===== src/rtl/imem_loader.sv =====
// Instruction-memory loader: turns a host byte stream (length header + little-endian words)
// into word writes from address 0 and holds the core in reset until the load completes.
// Optional trailing XOR checksum byte is enabled by defining LOADER_CHECKSUM_EN.
module imem_loader #(
    parameter int unsigned DEPTH  = 400,
    parameter int unsigned ADDR_W = 32
) (
    input  logic              clk,
    input  logic              rst,
    input  logic              start,
    input  logic [7:0]        in_data,
    input  logic              in_valid,
    output logic              in_ready,
    output logic              wr_en,
    output logic [ADDR_W-1:0] wr_addr,
    output logic [31:0]       wr_data,
    output logic              busy,
    output logic              done,
    output logic              error,
    output logic              cpu_hold
);

    typedef enum logic [2:0] {
        StIdle,
        StHdr0,
        StHdr1,
        StCollect,
        StWrite,
        StDone,
        StError
`ifdef LOADER_CHECKSUM_EN
        ,
        StChk
`endif
    } state_e;

    // State taken after the last word (or an empty header).
`ifdef LOADER_CHECKSUM_EN
    localparam state_e StLast = StChk;
`else
    localparam state_e StLast = StDone;
`endif

    state_e            state_q, state_d;
    logic [15:0]       len_q, len_d;
    logic [ADDR_W-1:0] cnt_q, cnt_d;
    logic [31:0]       word_q, word_d;
    logic [1:0]        byte_q, byte_d;
`ifdef LOADER_CHECKSUM_EN
    logic [7:0]        csum_q, csum_d;
`endif

    logic              accept;
    logic [ADDR_W-1:0] cnt_inc;
    logic [15:0]       hdr_len;

    assign accept  = in_valid && in_ready;
    assign cnt_inc = cnt_q + ADDR_W'(1);
    assign hdr_len = {in_data, len_q[7:0]};

    always_ff @(posedge clk or posedge rst) begin
        if (rst) begin
            state_q <= StIdle;
            len_q   <= 16'h0000;
            cnt_q   <= '0;
            word_q  <= 32'h0000_0000;
            byte_q  <= 2'd0;
`ifdef LOADER_CHECKSUM_EN
            csum_q  <= 8'h00;
`endif
        end else begin
            state_q <= state_d;
            len_q   <= len_d;
            cnt_q   <= cnt_d;
            word_q  <= word_d;
            byte_q  <= byte_d;
`ifdef LOADER_CHECKSUM_EN
            csum_q  <= csum_d;
`endif
        end
    end

    always_comb begin
        state_d = state_q;
        len_d   = len_q;
        cnt_d   = cnt_q;
        word_d  = word_q;
        byte_d  = byte_q;
`ifdef LOADER_CHECKSUM_EN
        csum_d  = csum_q;
        if (accept && (state_q != StChk)) begin
            csum_d = csum_q ^ in_data;
        end
`endif

        case (state_q)
            StIdle, StDone, StError: begin
                if (start) begin
                    state_d = StHdr0;
                    len_d   = 16'h0000;
                    cnt_d   = '0;
                    byte_d  = 2'd0;
`ifdef LOADER_CHECKSUM_EN
                    csum_d  = 8'h00;
`endif
                end
            end
            StHdr0: begin
                if (accept) begin
                    len_d   = {8'h00, in_data};
                    state_d = StHdr1;
                end
            end
            StHdr1: begin
                if (accept) begin
                    len_d = hdr_len;
                    if ({16'h0000, hdr_len} > DEPTH) begin
                        state_d = StError;
                    end else if (hdr_len == 16'h0000) begin
                        state_d = StLast;
                    end else begin
                        state_d = StCollect;
                    end
                end
            end
            StCollect: begin
                if (accept) begin
                    // First byte of a word ends up in [7:0] after four shifts.
                    word_d = {in_data, word_q[31:8]};
                    byte_d = byte_q + 2'd1;
                    if (byte_q == 2'd3) begin
                        state_d = StWrite;
                    end
                end
            end
            StWrite: begin
                cnt_d = cnt_inc;
                if (cnt_inc == ADDR_W'(len_q)) begin
                    state_d = StLast;
                end else begin
                    state_d = StCollect;
                end
            end
`ifdef LOADER_CHECKSUM_EN
            StChk: begin
                if (accept) begin
                    state_d = (in_data == csum_q) ? StDone : StError;
                end
            end
`endif
            default: state_d = StIdle;
        endcase
    end

    always_comb begin
        in_ready = (state_q == StHdr0) || (state_q == StHdr1) || (state_q == StCollect);
`ifdef LOADER_CHECKSUM_EN
        if (state_q == StChk) begin
            in_ready = 1'b1;
        end
`endif
        wr_en    = (state_q == StWrite);
        wr_addr  = cnt_q;
        wr_data  = word_q;
        busy     = in_ready || wr_en;
        done     = (state_q == StDone);
        error    = (state_q == StError);
        cpu_hold = (state_q != StDone);
    end

endmodule


===== config.mk =====
export PLATFORM = sky130hd
export DESIGN_NAME = imem_loader
export DESIGN_NICKNAME = d
export VERILOG_FILES = /design/src/rtl/imem_loader.sv
export SDC_FILE = /design/constraint.sdc
export NUM_CORES = 1
export LEC_CHECK = 0
export CAP_MARGIN = 20
export CORE_MARGIN = 3
export CORE_UTILIZATION = 49
export DETAILED_ROUTE_END_ITERATION = 12
export PLACE_DENSITY = 0.77
export SLEW_MARGIN = 25
export SYNTH_ARGS = -nofsm -noshare
export SYNTH_HDL_FRONTEND = slang
export SYNTH_SLANG_ARGS = --single-unit

===== constraint.sdc =====
create_clock -name clk -period 2.6 [get_ports clk]
set_clock_uncertainty 0.15 [all_clocks]
set_input_delay 0.52 -clock clk [delete_from_list [all_inputs] [get_ports clk]]
set_output_delay 0.52 -clock clk [all_outputs]
set_load 0.02 [all_outputs]

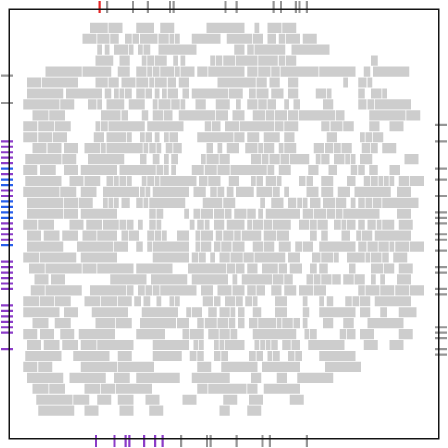
io_placement.png
Pins as bars across the die edge, other pins in grey.
purple -> wr_data  # pins 32, direction output, edge 25 left, 7 bottom
blue -> in_data  # pins 8, direction input, edge left
red -> in_ready  # pins 1, direction output, edge top
all pins by edge = 35 left, 20 right, 14 bottom, 13 top

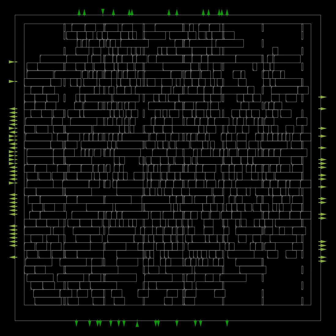
placement.png
Finished Layout Cells: 791
Well-Tap Cells: 133
num sequential: 85
Rows: 36

==> reports/summary.txt <==
Synth mux share -> 7.924%
Basic Gates by Area -> 20.66%
Pin count of the biggest net entering global routing -> 38
Post-DP HPWL -> 9.784 mm
Async SR Flop Fraction -> 100.0%
Max-slew violations -> 0
Count leader, synth -> dfrtp_1
P&R area growth vs syn -> 33.01%
Top cells by count -> 85 x dfrtp_1, 64 x o21ai_0, 56 x nand2_1, 33 x mux2_2
Post-synth EDFFs -> 0
Vias/cell -> 5.767
Cell taking the most area after synthesis -> dfrtp_1
Hold Path Sink -> wr_data[6]$_DFFE_PP0P_
RSZ-0062 raised after global routing -> yes
Post-place setup slack -> 31.09 ps
Reg2reg end -> state_q[2]$_DFFE_PP0P_
WHS Path Cells -> 1
Drt first-iter violations -> 272
# DRC -> 0
Chip area in the Yosys report -> 4942 um^2
Sequential fraction of the synthesis area -> 43.04%
Worst setup path end -> state_q[2]$_DFFE_PP0P_
Worst r2r src -> wr_addr[0]$_DFFE_PP0P_
Core area -> 9774 um^2
Post-Syn Instances -> 542
First-pass GRT wire length -> 22.79 mm
Die H -> 106.4 um
Antenna Violating Nets Remaining -> 0
Cts hold-fix bufs -> 0
Post CTS Setup Buffer Count -> 0
Worst-path clk slew -> 90 ps
Final hold vios -> 0
Overflow after GRT -> 0
Switch share -> 39.75%
H-tree depth -> 3
Post-Place Cell Area -> 6230 um^2
Mapped cell area -> 4942 um^2
CTS tree -> yes
Logic area -> 2613 um^2
Synth Flop Type -> dfrtp_1
Yosys xor share -> 5.975%
Relative slew margins -> 46.74%
Worst Path Required -> 2760 ps
Achievable Freq -> 381.9 MHz
Placed cell count -> 769
Synth top area share -> 43.04%
Internal power -> 3.672 mW
Filler cells -> 768
Sequential share of power -> 35.0%
WHS -> 365.4 ps
Worst Setup End Kind -> flip-flop
CP Class -> flip-flop to flip-flop
Complex Gates by Area -> 16.48%
Net Count, Synth -> 556
Final net count -> 667
Post-Synth Adder-Cell Area -> 0.7089%
Max cap viols -> 0
Number of global-route vias before repair -> 4,628
Power Total -> 6.095 mW
Reg2Reg Depth -> 10
Logic pwr share -> 47.1%
Routability cong. -> 0.9870
Status -> complete, but fails checks
Synth warnings -> 0
CTS resizes -> 3
Switch Pwr -> 2.423 mW
Final Setup Violations -> 1
Biggest fanout along the worst timing path -> 9
Failing checks -> negative setup slack
Setup WS post-layout -> -18.68 ps
Root Buffer Master -> clkbuf_8
Final instance area -> 6574 um^2
Worst Tran Pin Value -> 792.9 ps
Initial antenna violation count -> 0
Synthesized area per cell -> 9.119 um^2
Post-synth regs -> 85
Hold Path Class -> flip-flop to flip-flop
Share of layout cells above drive strength 1 -> 21.43%
Fp_density -> 50.56%
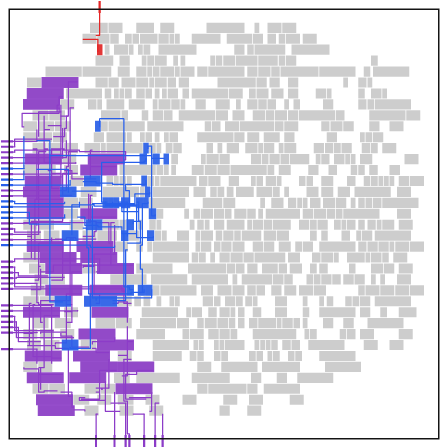
io_fan.png
red -> in_ready  # bits 1, direction output, end cells 1, buffers 1, wire 13.7 um
purple -> wr_data  # bits 32, direction output, end cells 32, buffers 32, wire 1,210 um
blue -> in_data  # bits 8, direction input, end cells 28, buffers 8, wire 585 um
Ports: 82
Port Buf Inserts: 81

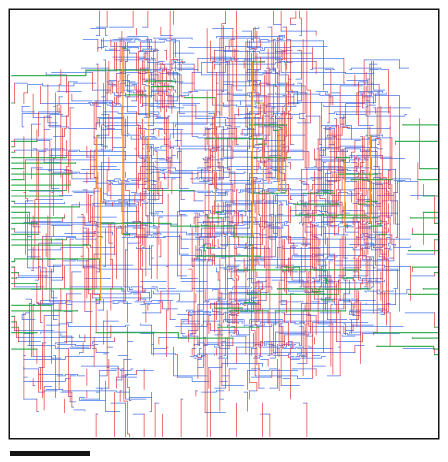
wires.png
Bar = 20 um.
green -> metal 3  # wire length 847 um
red -> metal 2  # wire length 6,750 um
orange -> metal 4  # wire length 320 um
blue -> metal 1  # wire length 5,670 um
Avg WL per Cell: 17.17 um
Routed WL: 13.58 mm
gr usage total: 25.03%
Vias: 4,562

[flip-flops by register name (all words and copies together), names as in the netlist]
signal / flops
wr_addr: 32
wr_data: 32
len_q: 16
state_q: 3
byte_q: 2
[layout make-up]
class | count | share of cell area (%)
flip-flops and latches | 85 | 32.53
inverters | 21 | 1.256
multi-input cells | 392 | 39.74
clock inverters | 7 | 1.599
repair buffers | 144 | 20.46
clock buffers | 9 | 1.884
well taps | 133 | 2.531
[metal layers]
| metal | routed length [um] | track usage, % | share of wire, % |
|---|---|---|---|
| met1 | 5668 | 31.01 | 42 |
| met2 | 6747 | 42.67 | 50 |
| met3 | 846 | 5.404 | 6.2 |
| met4 | 320 | 9.772 | 2.4 |
| met5 | 0 | 0 | 0 |
[power groups by stage]
stage / clock network [mW] / logic (mW) / registers, mW
2_1_floorplan: 0 / 1.48 / 2.36
3_3_place_gp: 0 / 2.77 / 2.12
3_5_place_dp: 0 / 2.84 / 2.15
4_1_cts: 1.11 / 2.87 / 2.13
5_1_grt: 1.18 / 3.12 / 2.20
6_report: 1.09 / 2.87 / 2.14
[cells in the final DEF, fill, tap and decap left out, types with 3 or more instances in the layout]
cell type,Yosys,routed
a21oi_1,10,10
a31oi_1,7,5
and2_1,5,5
and3_1,7,7
and4_1,3,3
buf_12,0,4
buf_4,1,58
clkbuf_8,0,9
clkdlybuf4s50_1,0,78
dfrtp_1,85,76
dfrtp_2,0,9
dlymetal6s2s_1,0,3
inv_1,20,19
mux2_2,33,33
nand2_1,56,56
nand3_1,27,27
nand4_1,17,17
nor2_1,32,30
nor3_1,14,13
nor3b_1,4,4
nor4_1,9,7
nor4_2,3,4
o211ai_1,3,3
o21ai_0,64,64
o22ai_1,4,4
o31ai_1,10,10
o41ai_1,3,3
xnor2_1,19,19
xor2_1,12,12
Power and IR drop assume default switching activity.
